[src/rtl/sprite_tile_engine.sv]
// Sprite tile renderer: 2-stage pixel pipeline fetching palette indices from a synchronous tile ROM.
// Optional horizontal mirroring is compiled in when SPRITE_FLIP_EN is defined.
module sprite_tile_engine #(
  parameter int          SPR_W      = 32,
  parameter int          SPR_H      = 32,
  parameter int          SCALE_LOG2 = 0,
  parameter int          N_TILES    = 8,
  parameter int          IDX_W      = 4,
  parameter int          KEY_IDX    = 0,
  parameter logic [11:0] BG_RGB     = 12'h000,
  localparam int         ADDR_W     = $clog2(N_TILES * SPR_W * SPR_H),
  localparam int         TILE_W     = (N_TILES > 1) ? $clog2(N_TILES) : 1
) (
  input  logic              vga_clk,
  input  logic              reset,
  input  logic              frame_start,
  input  logic [9:0]        DrawX,
  input  logic [9:0]        DrawY,
  input  logic              blank,
  input  logic [9:0]        pos_x,
  input  logic [9:0]        pos_y,
  input  logic [TILE_W-1:0] tile_sel,
`ifdef SPRITE_FLIP_EN
  input  logic              flip_x,
`endif
  output logic [ADDR_W-1:0] rom_address,
  input  logic [IDX_W-1:0]  rom_q,
  output logic [IDX_W-1:0]  pal_index,
  input  logic [11:0]       pal_rgb,
  output logic [3:0]        red,
  output logic [3:0]        green,
  output logic [3:0]        blue,
  output logic              sprite_on
);

  localparam int          CW     = $clog2(SPR_W);
  localparam int          RW     = $clog2(SPR_H);
  localparam logic [10:0] SPAN_X = 11'(SPR_W << SCALE_LOG2);
  localparam logic [10:0] SPAN_Y = 11'(SPR_H << SCALE_LOG2);

  logic [9:0]        px_q, px_d;
  logic [9:0]        py_q, py_d;
  logic [TILE_W-1:0] tsel_q, tsel_d;
`ifdef SPRITE_FLIP_EN
  logic              fx_q, fx_d;
`endif
  logic              hit_q, hit_d;
  logic              blank_q, blank_d;
  logic [11:0]       rgb_q, rgb_d;
  logic              sprite_on_q, sprite_on_d;

  logic [10:0]       dx, dy;
  logic              hit;
  logic [CW-1:0]     col;
  logic [CW-1:0]     col_raw;
  logic [RW-1:0]     row;
  logic [TILE_W+RW+CW-1:0] addr_full;

  // Shadow registers: the sprite setup only changes between frames.
  always_comb begin
    px_d   = px_q;
    py_d   = py_q;
    tsel_d = tsel_q;
`ifdef SPRITE_FLIP_EN
    fx_d   = fx_q;
`endif
    if (frame_start) begin
      px_d = pos_x;
      py_d = pos_y;
      if ({{(32-TILE_W){1'b0}}, tile_sel} >= 32'(N_TILES))
        tsel_d = TILE_W'(N_TILES - 1);
      else
        tsel_d = tile_sel;
`ifdef SPRITE_FLIP_EN
      fx_d = flip_x;
`endif
    end
  end

  // 11-bit offsets: a sprite hanging past column 1023 clips instead of wrapping.
  always_comb begin
    dx      = {1'b0, DrawX} - {1'b0, px_q};
    dy      = {1'b0, DrawY} - {1'b0, py_q};
    hit     = ({1'b0, DrawX} >= {1'b0, px_q}) && (dx < SPAN_X) &&
              ({1'b0, DrawY} >= {1'b0, py_q}) && (dy < SPAN_Y);
    col_raw = dx[SCALE_LOG2 +: CW];
    row     = dy[SCALE_LOG2 +: RW];
`ifdef SPRITE_FLIP_EN
    col     = fx_q ? ~col_raw : col_raw;
`else
    col     = col_raw;
`endif
    addr_full   = {tsel_q, row, col};
    rom_address = hit ? addr_full[ADDR_W-1:0] : '0;
  end

  assign pal_index = rom_q;

  always_comb begin
    hit_d   = hit;
    blank_d = blank;
    rgb_d       = BG_RGB;
    sprite_on_d = 1'b0;
    if (!blank_q) begin
      rgb_d = 12'h000;
    end else if (hit_q && (rom_q != IDX_W'(KEY_IDX))) begin
      rgb_d       = pal_rgb;
      sprite_on_d = 1'b1;
    end
  end

  always_ff @(posedge vga_clk or posedge reset) begin
    if (reset) begin
      px_q        <= '0;
      py_q        <= '0;
      tsel_q      <= '0;
`ifdef SPRITE_FLIP_EN
      fx_q        <= 1'b0;
`endif
      hit_q       <= 1'b0;
      blank_q     <= 1'b0;
      rgb_q       <= '0;
      sprite_on_q <= 1'b0;
    end else begin
      px_q        <= px_d;
      py_q        <= py_d;
      tsel_q      <= tsel_d;
`ifdef SPRITE_FLIP_EN
      fx_q        <= fx_d;
`endif
      hit_q       <= hit_d;
      blank_q     <= blank_d;
      rgb_q       <= rgb_d;
      sprite_on_q <= sprite_on_d;
    end
  end

  assign red       = rgb_q[11:8];
  assign green     = rgb_q[7:4];
  assign blue      = rgb_q[3:0];
  assign sprite_on = sprite_on_q;

endmodule
[config.mk]
export PLATFORM = sky130hd
export DESIGN_NAME = sprite_tile_engine
export DESIGN_NICKNAME = d
export VERILOG_FILES = /design/src/rtl/sprite_tile_engine.sv
export SDC_FILE = /design/constraint.sdc
export NUM_CORES = 1
export LEC_CHECK = 0
export CAP_MARGIN = 20
export CORE_AREA = 5 5 111 113
export DETAILED_ROUTE_END_ITERATION = 10
export DIE_AREA = 0 0 116 118
export HOLD_SLACK_MARGIN = 0.1
export PLACE_DENSITY = 0.52
export SLEW_MARGIN = 20
export SYNTH_ARGS = -nofsm -noshare
export SYNTH_HDL_FRONTEND = slang
export SYNTH_SLANG_ARGS = --single-unit
[constraint.sdc]
create_clock -name vga_clk -period 3.8 [get_ports vga_clk]
set_input_delay 0.76 -clock vga_clk [delete_from_list [all_inputs] [get_ports vga_clk]]
set_output_delay 0.76 -clock vga_clk [all_outputs]
set_load 0.05 [all_outputs]
### Signal metal coverage by tile

(2 px per um) The die is cut into 23 by 24 equal tiles; dark purple is low, yellow is high, scaled to the fullest tile. Values are wire area over tile area, all layers added.
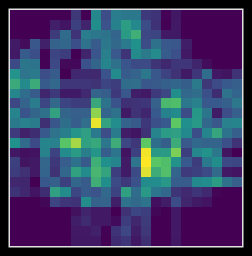
tiles over half the peak: 9.4%
fullest tile: 0.37
mean over tiles: 0.086
nearly empty tiles: 22%
emptiest ninth of the die: upper right

### Gate families picked out

(3 px per um)
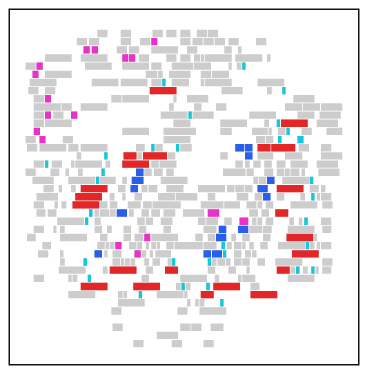
| family | color | cells | most used |
|---|---|---|---|
| inverters | cyan | 32 | inv_1 |
| AND-OR and OR-AND gates | blue | 16 | o21a_1 |
| adder and majority cells | red | 22 | ha_4 |
| AND and OR gates | magenta | 17 | and2_1 |

==> flow_metrics.py <==
# Physical implementation metrics
metrics = {
    "global_route": {
        "grt_overflow_total": 0,
        "antenna_found_initial": 0,
        "first_global_vias": 2505,
    },
    "logic_synthesis": {
        "ys_top_logic_family": "AND-OR/OR-AND gates",
        "compound_area_share_pct": 19.80,
        "fp_nets": 360,
        "top_area_cell": "dfrtp_1",
        "numSynthFlops": 38,
        "ys_sh_mux_pct": 0.8889,
    },
    "critical_path": {
        "cpPeakStageDelay_ps": 520,
        "crit_start": "DrawX[7]",
        "reg2reg_from": "px_q[1]",
        "path_cells": "clkdlybuf4s50_1 > ha_4 > and3_1 > and2_1 > o21ai_0 > nor4b_2 > buf_4 > o2111ai_4 > buf_8 > nor3_4 > buf_12",
        "critPathBufInv": 4,
        "cp_slowest_cell": "clkdlybuf4s50_1",
        "r2r-end": "hit_q",
    },
    "power": {
        "power_density_nw_per_um2": 306.8,
        "ir_drop_uv": 170.7,
    },
    "worst_hold_path": {
        "whs_endpoint": "py_q[9]",
        "hold_depth": 2,
    },
    "sta": {
        "hold-worst-slack_ps": 527.6,
        "fmax_mhz": 262.0,
        "final.setup.worst_slack_ps": -16.45,
        "worst_pin_slew_ps": 851.0,
        "skew_ps": 3.437,
        "setup_viol": 6,
        "finalCritPeriodShare_pct": 100.4,
        "rsz0062_at_grt": "true",
        "fin_crit_ps": 3816,
    },
    "finish": {
        "drive_gt1_share_pct": 34.20,
        "largest_class": "combinational gates",
        "nClkBuffers": 5,
        "buf_share_pct": 33.08,
        "lay_top_cells": "clkdlybuf4s50_1 (63), buf_4 (52), dfrtp_1 (38)",
        "signal_buffers": 153,
        "num-multi-input-gates": 190,
        "nFillCells": 1105,
        "seq_share_pct": 20.14,
        "clkCellAreaFrac_pct": 3.605,
    },
    "die": {
        "dieWidth_um": 116,
        "taps": 143,
        "die_height_um": 118,
    },
    "placement": {
        "dp.cells": 545,
        "place_area_um2": 4180,
        "io_buffers": 92,
    },
    "run_status": {
        "status": "finished with violations",
        "violations": "setup timing",
    },
    "clock_tree": {
        "cts-buffers-inserted": 5,
        "ctsHoldBuffers": 0,
        "cts-root-buf": "clkbuf_16",
        "clk_pin_slew_ps": 60,
        "cts_resized": 58,
        "cts_tree": "yes",
    },
    "drt": {
        "drt-met1-wl_um": 3422,
        "dr.pass1.iters": 4,
        "drtAntennaViolNets": 0,
        "route.met3.wl_um": 422,
    },
    "job": {
        "maxCapViolCount": 0,
    },
}
### Signal wires by layer

(3 px per um) Only two layers are drawn.
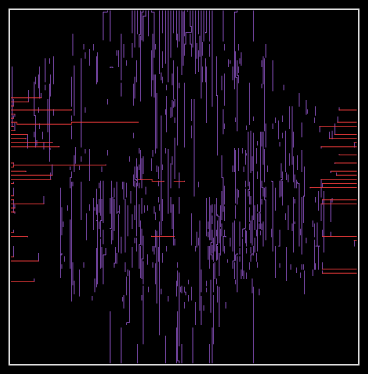
| layer | color | wire length |
|---|---|---|
| met2 | purple | 3,710 um |
| met3 | red | 423 um |
GR Util All Layers: 10.98%
WL/cell: 13.45 um
Vias: 2,423
drt total wl: 7587 um

### Zoomed window

Region (43, 44) to (73, 74) um. Cells in gray, sequential cells in the stronger gray; small squares are vias.
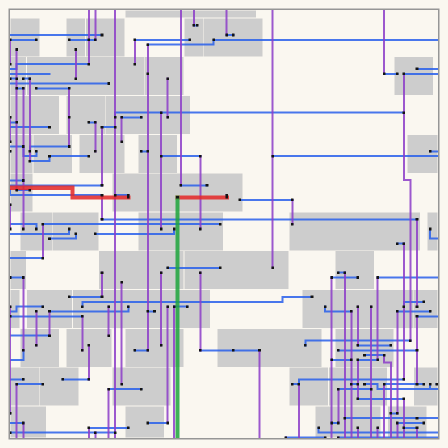
| layer | color |
|---|---|
| met4 | green |
| met2 | purple |
| met1 | blue |
| met3 | red |
sequential cells in the window: 0
most frequent: buf_4 (11), nor3_4 (3), buf_6 (3)
cells with their middle in the window: 41

## power by group
group          internal [uW]  leakage [uW]  switching [uW]
Clock                    310     0.0000760             177
Sequential               427      0.000486            6.96
Combinational            277       0.00152             251
## flip-flops by register name, indices dropped and copies added (netlist names)
register   cells
rgb_q         12
tsel_q         3
blank_q        1
sprite_on      1
px_q          10
hit_q          1
py_q          10
## layer usage
| metal | global-route usage, % | vias up |
|---|---|---|
| li1 | - | 1239 |
| met1 | 14.71 | 1129 |
| met2 | 18.02 | 51 |
| met3 | 2.828 | 4 |
| met4 | 1.740 | 0 |
| met5 | 0 | - |
Power is estimated from default activity; no workload was simulated.
